[config.mk]
export PLATFORM = sky130hd
export DESIGN_NAME = path_recorder
export DESIGN_NICKNAME = d
export VERILOG_FILES = /design/src/rtl/path_recorder.sv
export SDC_FILE = /design/constraint.sdc
export NUM_CORES = 1
export LEC_CHECK = 0
export CAP_MARGIN = 20
export CORE_AREA = 3 3 131 133
export DETAILED_ROUTE_END_ITERATION = 12
export DIE_AREA = 0 0 134 136
export PLACE_DENSITY = 0.81
export SYNTH_ARGS = -nofsm -noshare
export SYNTH_HDL_FRONTEND = slang
export SYNTH_SLANG_ARGS = --single-unit
[constraint.sdc]
create_clock -name clk -period 3.05 [get_ports clk]
set_input_delay 0.4575 -clock clk [delete_from_list [all_inputs] [get_ports clk]]
set_output_delay 0.4575 -clock clk [all_outputs]
set_load 0.005 [all_outputs]
[src/rtl/path_recorder.sv]
// path_recorder: snoops the timing analyser's node-delay table and records
// one reported critical path at a time. Each record is checked against the
// snooped delays, and its hops can be read back one by one while it is held.
module path_recorder (
  input  logic       clk,
  input  logic       rst,
  input  logic       sta_in_valid,
  input  logic [3:0] sta_delay,
  input  logic       in_valid,
  input  logic [7:0] worst_delay,
  input  logic [3:0] path,
  input  logic       rd_req,
  input  logic [3:0] rd_idx,
  output logic       done,
  output logic       rec_valid,
  output logic [4:0] hop_cnt,
  output logic [7:0] rec_delay,
  output logic [7:0] sum_delay,
  output logic [3:0] err,
  output logic       rd_valid,
  output logic [3:0] rd_node,
  output logic       rd_err
);

  typedef enum logic [1:0] {IDLE, CAPT, HOLD} state_t;

  state_t      state;
  logic [4:0]  snoop_cnt;
  logic [3:0]  dly      [16];
  logic [3:0]  path_buf [16];
  logic [15:0] visited;

  logic [15:0] node_bit;
  logic [7:0]  node_dly;
  logic [3:0]  last_idx;

  // Per-beat helpers: this node's mask bit, its snooped delay, and the slot of the last stored hop
  always_comb begin
    node_bit = 16'b1 << path;
    node_dly = {4'b0000, dly[path]};
    last_idx = hop_cnt[3:0] - 4'd1;
  end

  // Delay-table snoop: the k-th beat of each analyser input burst lands in dly[k]
  always_ff @(posedge clk) begin
    if (rst) begin
      snoop_cnt <= '0;
    end else if (sta_in_valid) begin
      if (snoop_cnt < 5'd16) begin
        dly[snoop_cnt[3:0]] <= sta_delay;
        snoop_cnt           <= snoop_cnt + 5'd1;
      end
    end else begin
      snoop_cnt <= '0;
    end
  end

  // Record FSM with its checks and the readback port; all outputs are registered
  always_ff @(posedge clk) begin
    done     <= 1'b0;
    rd_valid <= 1'b0;
    rd_node  <= '0;
    rd_err   <= 1'b0;
    if (rst) begin
      state     <= IDLE;
      rec_valid <= 1'b0;
      hop_cnt   <= '0;
      rec_delay <= '0;
      sum_delay <= '0;
      err       <= '0;
      visited   <= '0;
    end else begin
      case (state)
        IDLE, HOLD: begin
          if (in_valid) begin
            // First beat opens a new record; a read requested on this edge is dropped
            state       <= CAPT;
            rec_valid   <= 1'b0;
            rec_delay   <= worst_delay;
            hop_cnt     <= 5'd1;
            path_buf[0] <= path;
            sum_delay   <= node_dly;
            visited     <= node_bit;
            err         <= {3'b000, (path != 4'd0)};
          end else if (state == HOLD && rd_req) begin
            rd_valid <= 1'b1;
            if ({1'b0, rd_idx} < hop_cnt) rd_node <= path_buf[rd_idx];
            else                          rd_err  <= 1'b1;
          end
        end
        CAPT: begin
          if (in_valid) begin
            if (hop_cnt < 5'd16) begin
              path_buf[hop_cnt[3:0]] <= path;
              hop_cnt                <= hop_cnt + 5'd1;
              sum_delay              <= sum_delay + node_dly;
              visited                <= visited | node_bit;
              if ((visited & node_bit) != '0) err[2] <= 1'b1;
            end else begin
              err[1] <= 1'b1;
            end
          end else begin
            state     <= HOLD;
            done      <= 1'b1;
            rec_valid <= 1'b1;
            err[3]    <= (sum_delay != rec_delay);
            if (path_buf[last_idx] != 4'd1) err[0] <= 1'b1;
          end
        end
        default: state <= IDLE;
      endcase
    end
  end

endmodule
logic_types.png
(3 px per µm)
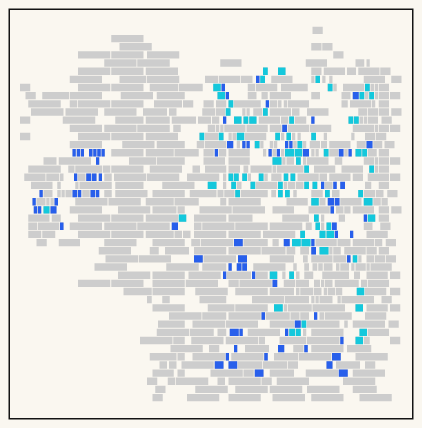
Key: nor cells = blue [cells 85, most used nor2_1]; aoi and oai cells = cyan [cells 78, most used a21oi_1]

cell_density.png
(2 px per µm) 13 x 14 tiles, from dark purple (low) to yellow (high), 0 to 100% covered.
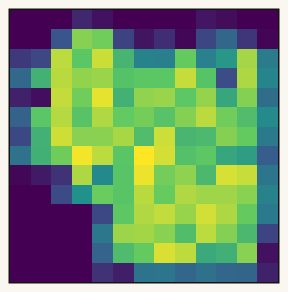
36% of the tiles are over 75% full. The mean over all tiles is 51%. The fullest tile reaches 100%. 18% of the tiles are nearly empty. The emptiest ninth of the die: lower left.
Initial Util: 50.3%
Core Area: 15900 µm²
Layout Utilization: 59.8%

io_fan.png
(3 px per µm)
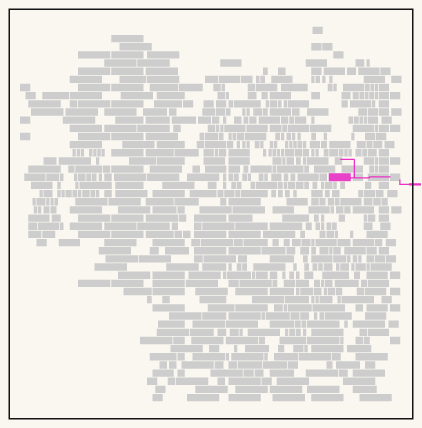
Key: rec_valid = magenta [direction output, edge right, end cells 1, wire 29.9 µm]

flops_by_reg.png
(3 px per µm)
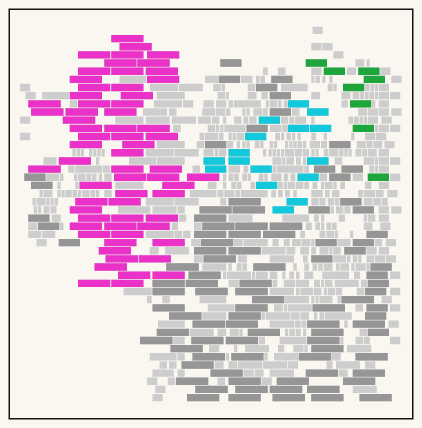
Key: visited = cyan [sequential cells 16]; dly = magenta [sequential cells 64]; rec_delay = green [sequential cells 8, where upper right]
Another 96 sequential cells are not colored.

clocks.png
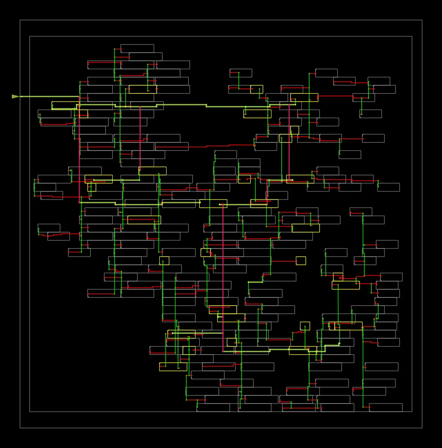
Layout Skew: 0.00896 ns
CTS Buf Count: 17
clock sink total: 184
registers: 184
clk_buf instances: 17

power by group through the flow:
stage | sequential, mW | clock [mW] | combinational [mW]
after global placement | 2.78 | 0 | 0.415
after floorplan | 2.77 | 0 | 0.247
after detailed placement | 2.78 | 0 | 0.431
final | 2.73 | 2.16 | 0.433
after CTS | 2.72 | 2.19 | 0.435
after global routing | 2.73 | 2.30 | 0.471
stage by stage:
step | hold slack (ns) | area (µm²) | utilization [%] | instances | power (mW)
2_1_floorplan | 0.420 | 8020 | - | 584 | 3.02
3_3_place_gp | 0.436 | 8950 | 56.1 | 857 | 3.19
3_5_place_dp | 0.443 | 8950 | 56.1 | 857 | 3.21
4_1_cts | 0.460 | 9530 | 59.8 | 889 | 5.35
5_1_grt | 0.480 | 9530 | 59.8 | 889 | 5.50
6_report | 0.458 | 9530 | 59.8 | 889 | 5.32
cells in the final DEF, fill, tap and decap left out, types with 17 or more instances in the layout:
| cell type | instances |
|---|---|
| mux4_2 | 30 |
| a21oi_1 | 27 |
| inv_1 | 19 |
| dfxtp_1 | 56 |
| nor2_1 | 52 |
| clkbuf_16 | 17 |
| edfxtp_1 | 128 |
| buf_4 | 30 |
| o21ai_0 | 23 |
| nand2_1 | 55 |
| clkdlybuf4s50_1 | 56 |
state kept, by name (all words and copies together) (netlist names):
name,cells
dly,64
done,1
visited,16
rec_delay,8
sum_delay,8
state,2
hop_cnt,5
path_buf,64
snoop_cnt,5
rec_valid,1
err,4
rd_node,4
rd_err,1
rd_valid,1
Yosys cell counts (9+ instances only):
library cell / count
nand2_1: 55
inv_1: 19
nor3_1: 13
nand2b_1: 13
a211oi_1: 11
nor4b_1: 9
clkbuf_1: 20
nor2_1: 52
dfxtp_1: 56
o21ai_0: 23
ha_1: 13
mux4_1: 11
mux4_2: 30
xor2_1: 12
edfxtp_1: 128
a21oi_1: 27
area by class of cell:
cell class                 instances  area, µm²  share of cell area, %
clock buffer                      17        425                   4.46
sequential                       184       4960                   52.1
multi-input combinational        349       2830                   29.7
inverter                          20       75.1                  0.788
tap                              216        270                   2.84
clock inverter                    15        155                   1.63
timing repair buffer              88        811                   8.51
cells by family after synthesis:
logic type / count (synthesis) / synth area share, %
XOR/XNOR: 19 / 2.07
flip-flops: 184 / 61.9
adder cells (fa/ha/maj): 14 / 2.28
buffers and inverters: 51 / 2.82
AND-OR/OR-AND: 86 / 6.63
multiplexers: 52 / 13.4
AND/OR/NAND/NOR: 178 / 10.9
path summary, 6_finish.rpt:
check / startpoint / endpoint / slack (ns) / cells after the start
hold reg to reg: visited[8] / visited[8] / 0.46 / 2
setup / recovery: path[1] / sum_delay[7] / 0.19 / 12
setup reg to reg: dly[9][1] / sum_delay[7] / 0.27 / 8
hold / removal: visited[8] / visited[8] / 0.46 / 2
worst min-delay path, cell delays in order, from the launching register on:
cell	delay, ns
dfxtp_1	0.33
nand2_1	0.04
o21ai_0	0.05
routing by layer:
metal / vias up / share of wire, % / global-route usage, %
li1: 2377 / - / -
met1: 2577 / 40 / 26.3
met2: 244 / 49 / 33.9
met3: 35 / 8.7 / 5.37
met4: 0 / 2.2 / 7.54
met5: - / 0 / 0
==> results.json <==
{
  "status": "complete, no violations",
  "area_leaders": "edfxtp_1 (48%), dfxtp_1 (14%), mux4_2 (8.4%)",
  "max_slew.worst_pin.slew_ns": 0.680,
  "async_flop_share_pct": 0,
  "yosys_cells": 584,
  "edf_count": 128,
  "worstPathArrival_ns": 3.22,
  "io_pins": 58,
  "drc": 0,
  "ys_chip_area_um2": 8020,
  "syn-instance-count": 584,
  "clockBufferDepth": 2,
  "postCtsHoldBufs": 0,
  "wirelength_mm": 17.8,
  "hold_class": "flop to flop",
  "grt_usage_pct": 20.5,
  "grt.overflow.total": 0,
  "p_clk_share_pct": 40.6,
  "slowest_stage": "or4_1",
  "switchingPower_mw": 1.25,
  "fmax_mhz": 349,
  "post_synth.cell_area_avg_um2": 13.7,
  "die_w_um": 134,
  "p_seq_share_pct": 51.2,
  "num_rows": 46,
  "ys_seq_share_pct": 61.9,
  "grt_pass1_wl_mm": 28.6,
  "crit_buf_inv": 3,
  "pwr_density_cell_nw_per_um2": 558,
  "first_iter_violations": 592,
  "yosys_warnings": 0,
  "required_ns": 3.41,
  "cts_tree": "built",
  "p_comb_share_pct": 8.1,
  "netSwitchingFraction_pct": 23.6
}
No activity file was given, so power comes from the tool's default toggle rates.
